<file path="src/rtl/iob_cache_axi_pkg.sv">
// iob_cache_axi_pkg: write-channel FSM states, AXI burst/response codes and line geometry helper
package iob_cache_axi_pkg;
  typedef enum logic [1:0] {IDLE, ADDR, DATA} state_t;
  localparam logic [1:0] AXI_BURST_INCR = 2'b01;
  localparam logic [1:0] AXI_RESP_OKAY = 2'b00;
  localparam logic [1:0] AXI_RESP_SLVERR = 2'b10;
  localparam logic [1:0] AXI_RESP_DECERR = 2'b11;
  function automatic int beats_per_line(input int fe_w, input int be_w, input int off_w);
    return ((fe_w << off_w) >= be_w) ? (fe_w << off_w) / be_w : 1;
  endfunction
endpackage

</file>
<file path="src/rtl/iob_cache_outstanding_cnt.sv">
// iob_cache_outstanding_cnt: count of AW-issued writes awaiting B, saturating at MAX and never underflowing
module iob_cache_outstanding_cnt #(
  parameter int MAX = 4
) (
  input  logic       clk_i,
  input  logic       rst_ni,
  input  logic       inc_i,
  input  logic       dec_i,
  output logic [3:0] cnt_o
);
  logic inc_ok, dec_ok;
  assign inc_ok = inc_i && cnt_o != 4'(MAX);
  assign dec_ok = dec_i && cnt_o != 4'd0;
  always_ff @(posedge clk_i or negedge rst_ni)
    if (!rst_ni) cnt_o <= '0;
    else if (inc_ok != dec_ok) cnt_o <= inc_ok ? cnt_o + 4'd1 : cnt_o - 4'd1;
endmodule

</file>
<file path="src/rtl/iob_cache_write_channel_axi_mo.sv">
// iob_cache_write_channel_axi_mo: cache write channel to AXI4 with write-through/write-back and multiple outstanding B
module iob_cache_write_channel_axi_mo
  import iob_cache_axi_pkg::*;
#(
  parameter int FE_ADDR_W = 32,
  parameter int FE_DATA_W = 32,
  parameter int BE_DATA_W = 32,
  parameter int WORD_OFFSET_W = 2,
  parameter int WRITE_POL = 0,
  parameter int AXI_ID_W = 1,
  parameter int AXI_ID = 0,
  parameter int AXI_LEN_W = 8,
  parameter logic [3:0] CACHE_AXI_CACHE_MODE = 4'b0011,
  parameter int MAX_OUTSTANDING = 4
) (
  input  logic                   clk_i,
  input  logic                   rst_ni,
  input  logic                   valid_i,
  input  logic [FE_ADDR_W-1:0]   addr_i,
  input  logic [(WRITE_POL ? FE_DATA_W*(2**WORD_OFFSET_W) : FE_DATA_W)-1:0] wdata_i,
  input  logic [FE_DATA_W/8-1:0] wstrb_i,
  output logic                   ready_o,
  output logic                   error_o,
  input  logic                   err_clr_i,
  output logic [3:0]             outstanding_o,
  output logic                   idle_o,
  output logic [AXI_ID_W-1:0]    awid_o,
  output logic [FE_ADDR_W-1:0]   awaddr_o,
  output logic [AXI_LEN_W-1:0]   awlen_o,
  output logic [2:0]             awsize_o,
  output logic [1:0]             awburst_o,
  output logic                   awlock_o,
  output logic [3:0]             awcache_o,
  output logic [2:0]             awprot_o,
  output logic [3:0]             awqos_o,
  output logic                   awvalid_o,
  input  logic                   awready_i,
  output logic [BE_DATA_W-1:0]   wdata_o,
  output logic [BE_DATA_W/8-1:0] wstrb_o,
  output logic                   wlast_o,
  output logic                   wvalid_o,
  input  logic                   wready_i,
  input  logic [AXI_ID_W-1:0]    bid_i,
  input  logic [1:0]             bresp_i,
  input  logic                   bvalid_i,
  output logic                   bready_o
);
  localparam int WDATA_W = WRITE_POL ? FE_DATA_W * (2**WORD_OFFSET_W) : FE_DATA_W;
  localparam int FE_NB_W = $clog2(FE_DATA_W / 8);
  localparam int BE_NB_W = $clog2(BE_DATA_W / 8);
  localparam int AW_OFF = WRITE_POL ? FE_NB_W + WORD_OFFSET_W : FE_NB_W;
  localparam int BEATS = WRITE_POL ? beats_per_line(FE_DATA_W, BE_DATA_W, WORD_OFFSET_W) : 1;
  localparam int CNT_W = BEATS > 1 ? $clog2(BEATS) : 1;
  state_t state, state_n;
  logic [FE_ADDR_W-1:0] addr_q;
  logic [WDATA_W-1:0] wdata_q;
  logic [FE_DATA_W/8-1:0] wstrb_q;
  logic [CNT_W-1:0] beat_q;
  logic accept, aw_hs, w_hs, b_hs;
  assign ready_o = state == IDLE && outstanding_o < 4'(MAX_OUTSTANDING);
  assign accept = valid_i && ready_o;
  assign awvalid_o = state == ADDR;
  assign wvalid_o = state == DATA;
  assign wlast_o = wvalid_o && beat_q == CNT_W'(BEATS - 1);
  assign aw_hs = awvalid_o && awready_i;
  assign w_hs = wvalid_o && wready_i;
  assign bready_o = outstanding_o != 4'd0;
  assign b_hs = bvalid_i && bready_o;
  assign idle_o = state == IDLE && outstanding_o == 4'd0;
  assign awid_o = AXI_ID_W'(AXI_ID);
  assign awaddr_o = (addr_q >> AW_OFF) << AW_OFF;
  assign awlen_o = AXI_LEN_W'(BEATS - 1);
  assign awsize_o = 3'(WRITE_POL ? BE_NB_W : FE_NB_W);
  assign awburst_o = AXI_BURST_INCR;
  assign awlock_o = 1'b0;
  assign awcache_o = CACHE_AXI_CACHE_MODE;
  assign awprot_o = 3'd0;
  assign awqos_o = 4'd0;
  always_comb begin
    state_n = state;
    state_n = (state == IDLE && accept) ? ADDR :
              (state == ADDR && awready_i) ? DATA :
              (state == DATA && wready_i && wlast_o) ? IDLE : state;
  end
  always_ff @(posedge clk_i or negedge rst_ni)
    if (!rst_ni) begin
      state <= IDLE;
      beat_q <= '0;
      addr_q <= '0;
      wdata_q <= '0;
      wstrb_q <= '0;
      error_o <= 1'b0;
    end else begin
      state <= state_n;
      if (w_hs) beat_q <= wlast_o ? '0 : beat_q + 1'b1;
      if (accept) begin
        addr_q <= addr_i;
        wdata_q <= wdata_i;
        wstrb_q <= wstrb_i;
      end
      if (b_hs && bresp_i[1]) error_o <= 1'b1;
      else if (err_clr_i) error_o <= 1'b0;
    end
  // write-back streams the line lowest word first; write-through replicates one word into its lane
  if (WRITE_POL != 0) begin : g_wb
    assign wdata_o = wdata_q[beat_q*BE_DATA_W +: BE_DATA_W];
    assign wstrb_o = '1;
  end else begin : g_wt
    logic [BE_NB_W-1:0] lane_byte;
    assign lane_byte = addr_q[BE_NB_W-1:0] & ~BE_NB_W'((1 << FE_NB_W) - 1);
    assign wdata_o = {(BE_DATA_W / FE_DATA_W){wdata_q}};
    assign wstrb_o = (BE_DATA_W / 8)'(wstrb_q) << lane_byte;
  end
  iob_cache_outstanding_cnt #(.MAX(MAX_OUTSTANDING)) u_cnt (
    .clk_i (clk_i),
    .rst_ni(rst_ni),
    .inc_i (aw_hs),
    .dec_i (b_hs),
    .cnt_o (outstanding_o)
  );
endmodule

</file>
<file path="config.mk">
export PLATFORM = sky130hd
export DESIGN_NAME = iob_cache_write_channel_axi_mo
export DESIGN_NICKNAME = d
export VERILOG_FILES = /design/src/rtl/iob_cache_axi_pkg.sv /design/src/rtl/iob_cache_outstanding_cnt.sv /design/src/rtl/iob_cache_write_channel_axi_mo.sv
export SDC_FILE = /design/constraint.sdc
export NUM_CORES = 1
export LEC_CHECK = 0
export ABC_AREA = 1
export CAP_MARGIN = 20
export CORE_MARGIN = 1
export CORE_UTILIZATION = 25
export CTS_BUF_LIST = sky130_fd_sc_hd__clkbuf_16
export DETAILED_ROUTE_END_ITERATION = 16
export GPL_TIMING_DRIVEN = 0
export PLACE_DENSITY = 0.67
export SLEW_MARGIN = 30
export SYNTH_ARGS = -nofsm -noshare
export SYNTH_HDL_FRONTEND = slang
export SYNTH_SLANG_ARGS = --single-unit
export TNS_END_PERCENT = 10
</file>
<file path="constraint.sdc">
create_clock -name clk_i -period 2 [get_ports clk_i]
set_clock_uncertainty 0.1 [all_clocks]
set_input_delay 0.6 -clock clk_i [delete_from_list [all_inputs] [get_ports clk_i]]
set_output_delay 0.6 -clock clk_i [all_outputs]
set_load 0.005 [all_outputs]
</file>
**Run 1: wiring by layer**

Drawn at 2 px/um.
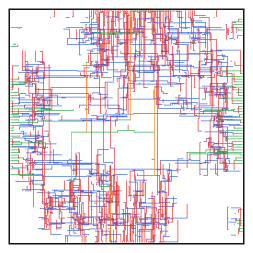
[red] metal 2 | wire length: 4,670 um
[green] metal 3 | wire length: 695 um
[orange] metal 4 | wire length: 212 um
[blue] metal 1 | wire length: 3,850 um
total number of vias: 3,123
mean routed wirelength per cell: 12.4 um
global routing usage summed across all routing layers: 14.2%
Final Routed Wirelength: 9.42 mm

**Run 1: register map, names as in the netlist**

Drawn at 2 px/um.
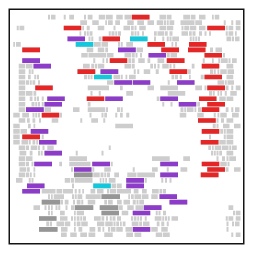
[red] addr_q | flops: 30
[purple] wdata_o | flops: 32
[cyan] wstrb_o | flops: 4
not coloured: 8
share of cell area taken by flip-flops and latches: 33.2%
sequential power: 2.55 mW
area taken by flip-flops and latches: 1860 sq um

**Run 1: M3 wires**

Drawn at 2 px/um.
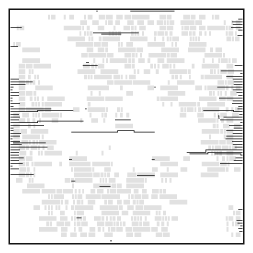
share of all routed wire: 7.4%
nets with wire on the layer: 94
main direction: horizontal
longest straight run: 23.0 um
wire length on this layer: 695 um
M3 GR Usage: 3.27%

==> highlights.md, run 1 <==
Synthesis
- most area-hungry cell type in the Yosys netlist: sky130_fd_sc_hd__dfrtp_1
- Mean Syn Cell Area: 8.57 sq um
- synthesis area per yosys: 3280 sq um
- top logic cell family in the synthesized netlist: simple AND/OR/NAND/NOR gates
- yosys cell count: 382
- cell area after synthesis: 3280 sq um
- Synth flops: 74
- XOR/XNOR share of the synthesized area: 0.267%
- Max-area cell share: 56.5%
- Compound-Gate Fraction of Synth Area: 1.07%
- and+or+nand+nor area frac: 30.0%
- count of different cell masters after synthesis: 16

Status
- result of the run: finished with violations
- violated checks: setup timing

Worst setup path
- WP data required: 1.30 ns
- launching element of the worst setup path: state[0]$_DFFE_PN0P_
- maximum fanout along the worst path: 2
- Worst R2R Path Depth: 8
- startpoint type of the worst setup path: flop
- arrival time worst endpoint: 1.47 ns

Drt
- first-pass iteration count of the detailed router: 4
- wire length on met1: 3.85 mm
- Post-DRT Antenna Nets: 0
- Detail Route met3 WL: 694 um
- drt first-iter violations: 108
- via density per instance: 4.11
- detailed-route DRC error count: 0

Clock tree
- TritonCTS buffer count: 9
- clock buffer depth: 2
- buffer cell driving the clock tree root: sky130_fd_sc_hd__clkbuf_16
- number of hold buffers added after cts: 0
- sinks on the clock net: 74
- clock-pin slew on the worst setup and hold paths: 0.06 ns

Layout
- Non-clock inverters: 12
- Syn-to-layout area delta: 71.1%
- most used logic cell in the final layout: sky130_fd_sc_hd__nand2_1
- max FFs per register: 32
- area taken by multi-input logic gates: 1230 sq um
- total of fill cells in the finished design: 1,260
- Comb gates: 273
- fraction of layout cells with a size suffix above 1: 16.0%
- net count of the finished layout: 664
- number of inserted diodes: 0
- Final non-clock buffer share: 34.6%
- post-route cell area: 5610 sq um

Power and ir drop
- cell leakage power: 2.80 nW
- power density cells: 1370 nW/um^2

Run
- number of maximum-capacitance constraint violations: 0

Floorplan
- CORE AREA: 12,700 sq um
- FP Core Util: 25.7%

Final timing
- Final min period: 2.17 ns
- setup repair after global routing missed its margin: yes
- final critical-path setup slack: -0.165 ns
- count of pins over their slew limit: 0
- number of setup violations in the final report: 3

Global route
- first-pass GRT wire length: 14.8 mm
- Remaining Overflow, GRT: 0
- vias in the first global route: 2,999
- gr busiest metal: met2
- initial antenna violation count: 0
- largest net degree at the start of global routing: 42

Placement
- pre-CTS setup slack: -0.569 ns

[run 1: power by group]
part,switching [mW],internal (mW)
Combinational,1.50,1.97
Clock,0.598,1.08
Sequential,0.388,2.17
Total,2.49,5.21
[run 1: per-stage QoR]
step / hold WS [ns] / setup TNS, ns / util (%) / total power, mW
floorplan: 0.204 / 0 / - / 3.79
global placement: 0.352 / -190.62 / 40.0 / 5.62
detailed placement: 0.358 / -17.73 / 40.1 / 5.72
CTS: 0.119 / -0.446 / 43.6 / 7.67
global route: 0.128 / -2.03 / 44.1 / 8.30
finish: 0.110 / -0.351 / 44.1 / 7.70
[run 1: Yosys cell counts, drive strengths merged]
library cell  count
nor4              1
nor2              6
clkbuf           13
nor3              2
ha                2
xor2              1
conb              2
nand3            68
nand2           157
o21ai             5
buf              36
fa                1
inv              12
a21oi             2
dfrtp            74
[run 1: timing repair]
action,CTS,global route
pin swaps,1,5
endpoints found under the setup margin,51,46
setup buffers,11,2
gates resized,39,17
[run 1: worst paths after layout]
check | endpoint | slack [ns]
max in group asynchronous | u_cnt.cnt_o[1]$_DFFE_PN0P_ | 1.10
min in group clk_i | wdata_o[13]$_DFFE_PN0N_ | 0.37
max reg2reg | addr_q[8]$_DFFE_PN0N_ | 0.10
max | ready_o | -0.17
min | addr_q[23]$_DFFE_PN0N_ | 0.11
min reg2reg | wdata_o[13]$_DFFE_PN0N_ | 0.37
[run 1: worst max-delay path, cell delays in order (launching register included)]
cell and delay (ns):
sky130_fd_sc_hd__dfrtp_2 0.42, sky130_fd_sc_hd__buf_12 0.13, sky130_fd_sc_hd__nor4_4 0.31, sky130_fd_sc_hd__clkbuf_8 0.19, sky130_fd_sc_hd__buf_6 0.08
**Run 1: congestion heat map**

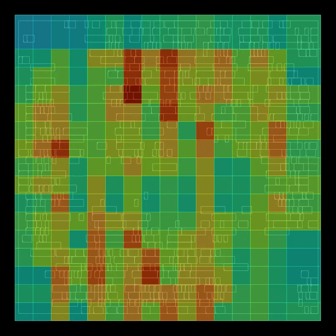

==> run 2: changes to the inputs <==
PLACE_DENSITY = 0.65   (was 0.67)
clock period = 2.61 ns   (was 2 ns; I/O delays follow)
**Run 2: congestion heat map**

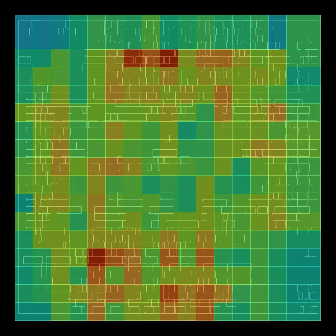
global routing met1 resource utilization: 17.3%
utilization after layout: 43.0%
M3 GR Usage: 3.22%
gr busiest metal: met2

**Run 2: register map, names as in the netlist**

Drawn at 2 px/um.
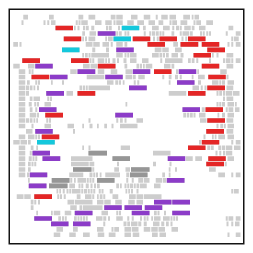
[cyan] wstrb_o | flops: 4
[purple] wdata_o | flops: 32
[red] addr_q | flops: 30
area taken by flip-flops and latches: 1860 sq um
share of cell area taken by flip-flops and latches: 34.0%
sequential power: 1.98 mW

==> run 2 against run 1 <==
Compared with the run above:
- final area is 2.5% lower
- sequential share of layout area is 0.79 points higher
- global-route usage is 0.14 points lower
- via count is 3.0% lower
- critical path depth is 1 higher
- first-iteration DRC count is 13% higher
- the flow now finishes without violations
- sequential cell count stayed put
- synthesized cell count stayed put
- register-to-register slack better by 0.37 ns
- total power is 26% lower
- core utilization is 1.1 points lower
==> highlights.md, run 2 <==
Status
- result of the run: complete, no violations

Worst setup path
- logic depth of the worst path, buffers included: 5, +1
- arrival time worst endpoint: 1.63 ns, +0.16 ns
- cell class contributing the biggest share of worst-path delay: buffers and inverters
- number of buffer and inverter instances along the worst setup path: 4, +1
- startpoint type of the worst setup path: flop
- Worst R2R Path Depth: 12, +4
- critical-path cell with the highest stage delay: sky130_fd_sc_hd__clkdlybuf4s50_1
- kind of capture point of the worst setup path: output pin
- worst-path cell chain: buf_4, inv_1, nand2_1, inv_1, clkdlybuf4s50_1
- WP data required: 1.73 ns, +0.43 ns
- biggest cell delay along the critical path: 0.50 ns, +0.08 ns
- maximum fanout along the worst path: 3, +1
- launching element of the worst setup path: state[1]$_DFFE_PN0P_
- cell type with the highest occurrence count on the critical path: sky130_fd_sc_hd__inv_1
- endpoint of the worst-slack reg-to-reg timing path: u_cnt.cnt_o[3]$_DFFE_PN0P_
- Worst R2R Setup Slack: 0.47 ns, +0.37 ns
- Critical Path End: awvalid_o

Synthesis
- most area-hungry cell type in the Yosys netlist: sky130_fd_sc_hd__dfrtp_1
- Max-area cell share: 56.5%, unchanged
- synthesis area per yosys: 3280 sq um, unchanged
- commonest cells in the synthesized netlist: sky130_fd_sc_hd__nand2_1, sky130_fd_sc_hd__dfrtp_1, sky130_fd_sc_hd__nand3_1, sky130_fd_sc_hd__buf_4, sky130_fd_sc_hd__clkbuf_1
- YS warnings: 0
- ranking of synthesized cells by area: sky130_fd_sc_hd__dfrtp_1, sky130_fd_sc_hd__nand2_1, sky130_fd_sc_hd__nand3_1, sky130_fd_sc_hd__buf_4, sky130_fd_sc_hd__clkbuf_1
- Synth flops: 74, unchanged
- count of different cell masters after synthesis: 16, unchanged
- yosys cell count: 382, unchanged
- Mean Syn Cell Area: 8.57 sq um, unchanged
- count of flip-flops with a built-in enable after synthesis: 0, unchanged
- register area share after synthesis: 56.5%
- Synth Flop Type: sky130_fd_sc_hd__dfrtp_1
- post-synthesis cell type with the largest instance count: sky130_fd_sc_hd__nand2_1
- share of async-settable or async-resettable flops after synthesis: 100%, unchanged
- cell area after synthesis: 3280 sq um, unchanged

Global route
- Remaining Overflow, GRT: 0, unchanged
- initial antenna violation count: 0, unchanged
- first-pass GRT wire length: 14.3 mm, -3.4%
- global routing usage summed across all routing layers: 14.1%, -0.14 points
- vias in the first global route: 2,827, -5.7%
- largest net degree at the start of global routing: 46, +9.5%

Drt
- Post-DRT Antenna Nets: 0, unchanged
- wire length on met1: 4.10 mm, +6.7%
- first-pass iteration count of the detailed router: 4, unchanged
- mean routed wirelength per cell: 12.7 um, +2.1%
- detailed-route DRC error count: 0, unchanged
- Detail Route met3 WL: 594 um, -14%
- drt first-iter violations: 122, +13%
- via density per instance: 4.04, -1.9%

Clock tree
- worst skew pair latency: 0.34 ns
- CTS H-tree lvls: 3
- TritonCTS buffer count: 9, unchanged
- clock buffer depth: 2, unchanged
- buffer cell driving the clock tree root: sky130_fd_sc_hd__clkbuf_16
- sinks on the clock net: 74, unchanged
- clock-pin slew on the worst setup and hold paths: 0.06 ns, about the same
- number of hold buffers added after cts: 0, unchanged

Layout
- Syn-to-layout area delta: 66.9%
- net count of the finished layout: 655, -1.4%
- highest-count cells in the layout ignoring fill and taps: sky130_fd_sc_hd__nand2_1, sky130_fd_sc_hd__clkdlybuf4s50_1, sky130_fd_sc_hd__dfrtp_1
- fraction of layout cells with a size suffix above 1: 10.9%, -5.1 points
- most used logic cell in the final layout: sky130_fd_sc_hd__nand2_1
- Post-Layout Cell Count: 750
- max FFs per register: 32, unchanged
- number of inserted diodes: 0, unchanged

Final timing
- maximum operating frequency: 0.397 GHz
- setup repair after global routing missed its margin: no
- final clock period utilization by the worst path: 96.4%
- number of setup violations in the final report: 0, -3
- worst hold slack: 0.274 ns, +0.165 ns
- number of hold-slack violations in the final timing report: 0
- Final min period: 2.52 ns
- count of pins over their slew limit: 0, unchanged

Placement
- Detail Placement HPWL: 7.14 mm
- Placed Cells: 731
- tally of buffers added on design ports: 150

Power and ir drop
- clock distribution power: 1.30 mW, -23%
- P_sw: 1.84 mW, -26%
- fraction of power spent switching nets: 32.2%, -0.084 points
- internal power: 3.87 mW, -26%
- cell leakage power: 2.72 nW, -2.8%
- power density cells: 1040 nW/um^2, -24%
- clock share of power: 22.7%, +0.9 points
- combinational share of power: 42.6%, -2.5 points
- total combinational power: 2.43 mW, -30%
- Leading power group: combinational logic
- part of the power in registers: 34.7%, +1.5 points

Hold path
- worst hold path class: input pin to asynchronous set/reset pin

Floorplan
- FP Core Util: 25.7%, unchanged
- area of the die: 13,600 sq um
- CORE AREA: 12,700 sq um, unchanged

Run
- number of maximum-capacitance constraint violations: 0, unchanged

**Run 2: M3 wires**

Drawn at 2 px/um.
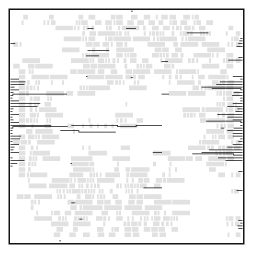
wire length on this layer: 595 um
longest straight run: 27.4 um
share of all routed wire: 6.3%
Final Routed Wirelength: 9.51 mm
total number of vias: 3,028

## run 2: cell types whose count changed in the layout (fill, tap and decap cells not counted), sizes merged, moves of 2 or more
cell           previous run  this run
buf                      53        42
clkdlybuf4s50           140       147
clkdlybuf4s15             2         0
clkinv                    2         4
## run 2: cells by family (layout without fill, tap and decap cells)
logic type	Yosys count	after routing	share of synthesized area [%]
buffers and inverters	61	231	10.5
AND/OR/NAND/NOR	234	234	30.0
AND-OR/OR-AND	7	7	1.07
other	2	28	0.229
XOR/XNOR	1	1	0.267
flip-flops	74	74	56.5
adder cells (fa/ha/maj)	3	3	1.37
## run 2: what timing repair did
action / in CTS / in global routing
resized: 10 / 0
setup endpoints to repair: 2 / 0
setup buffers: 4 / 0
## run 2: per-stage QoR
| step | util (%) | setup TNS [ns] | power, mW | setup slack (ns) | instance area, sq um |
|---|---|---|---|---|---|
| 3_5_place_dp | 40.2 | -0.987 | 4.39 | -0.114 | 5110 |
| 5_1_grt | 43.0 | 0 | 6.14 | 0.0311 | 5470 |
| 3_3_place_gp | 40.0 | -144.57 | 4.32 | -1.95 | 5090 |
| 4_1_cts | 43.0 | 0 | 5.78 | 0.0780 | 5470 |
| 2_1_floorplan | - | 0 | 2.91 | 0.539 | 3370 |
| 6_report | 43.0 | 0 | 5.71 | 0.0940 | 5470 |
## run 2: final cells by class
cell class	instances	area, sq um
timing repair buffer	155	1550
buffer	49	309
sequential	74	1860
inverter	12	45.0
clock inverter	6	82.6
tap	172	215
multi-input combinational	273	1180
fill	1304	7250
clock buffer	9	225
## run 2: layer usage
layer  GRT usage [%]  vias up
met2            22.9      103
li1                -     1525
met3            3.22       15
met1            17.3     1385
met4            7.78        0
met5               0        -
No activity file was given, so power comes from the tool's default toggle rates.
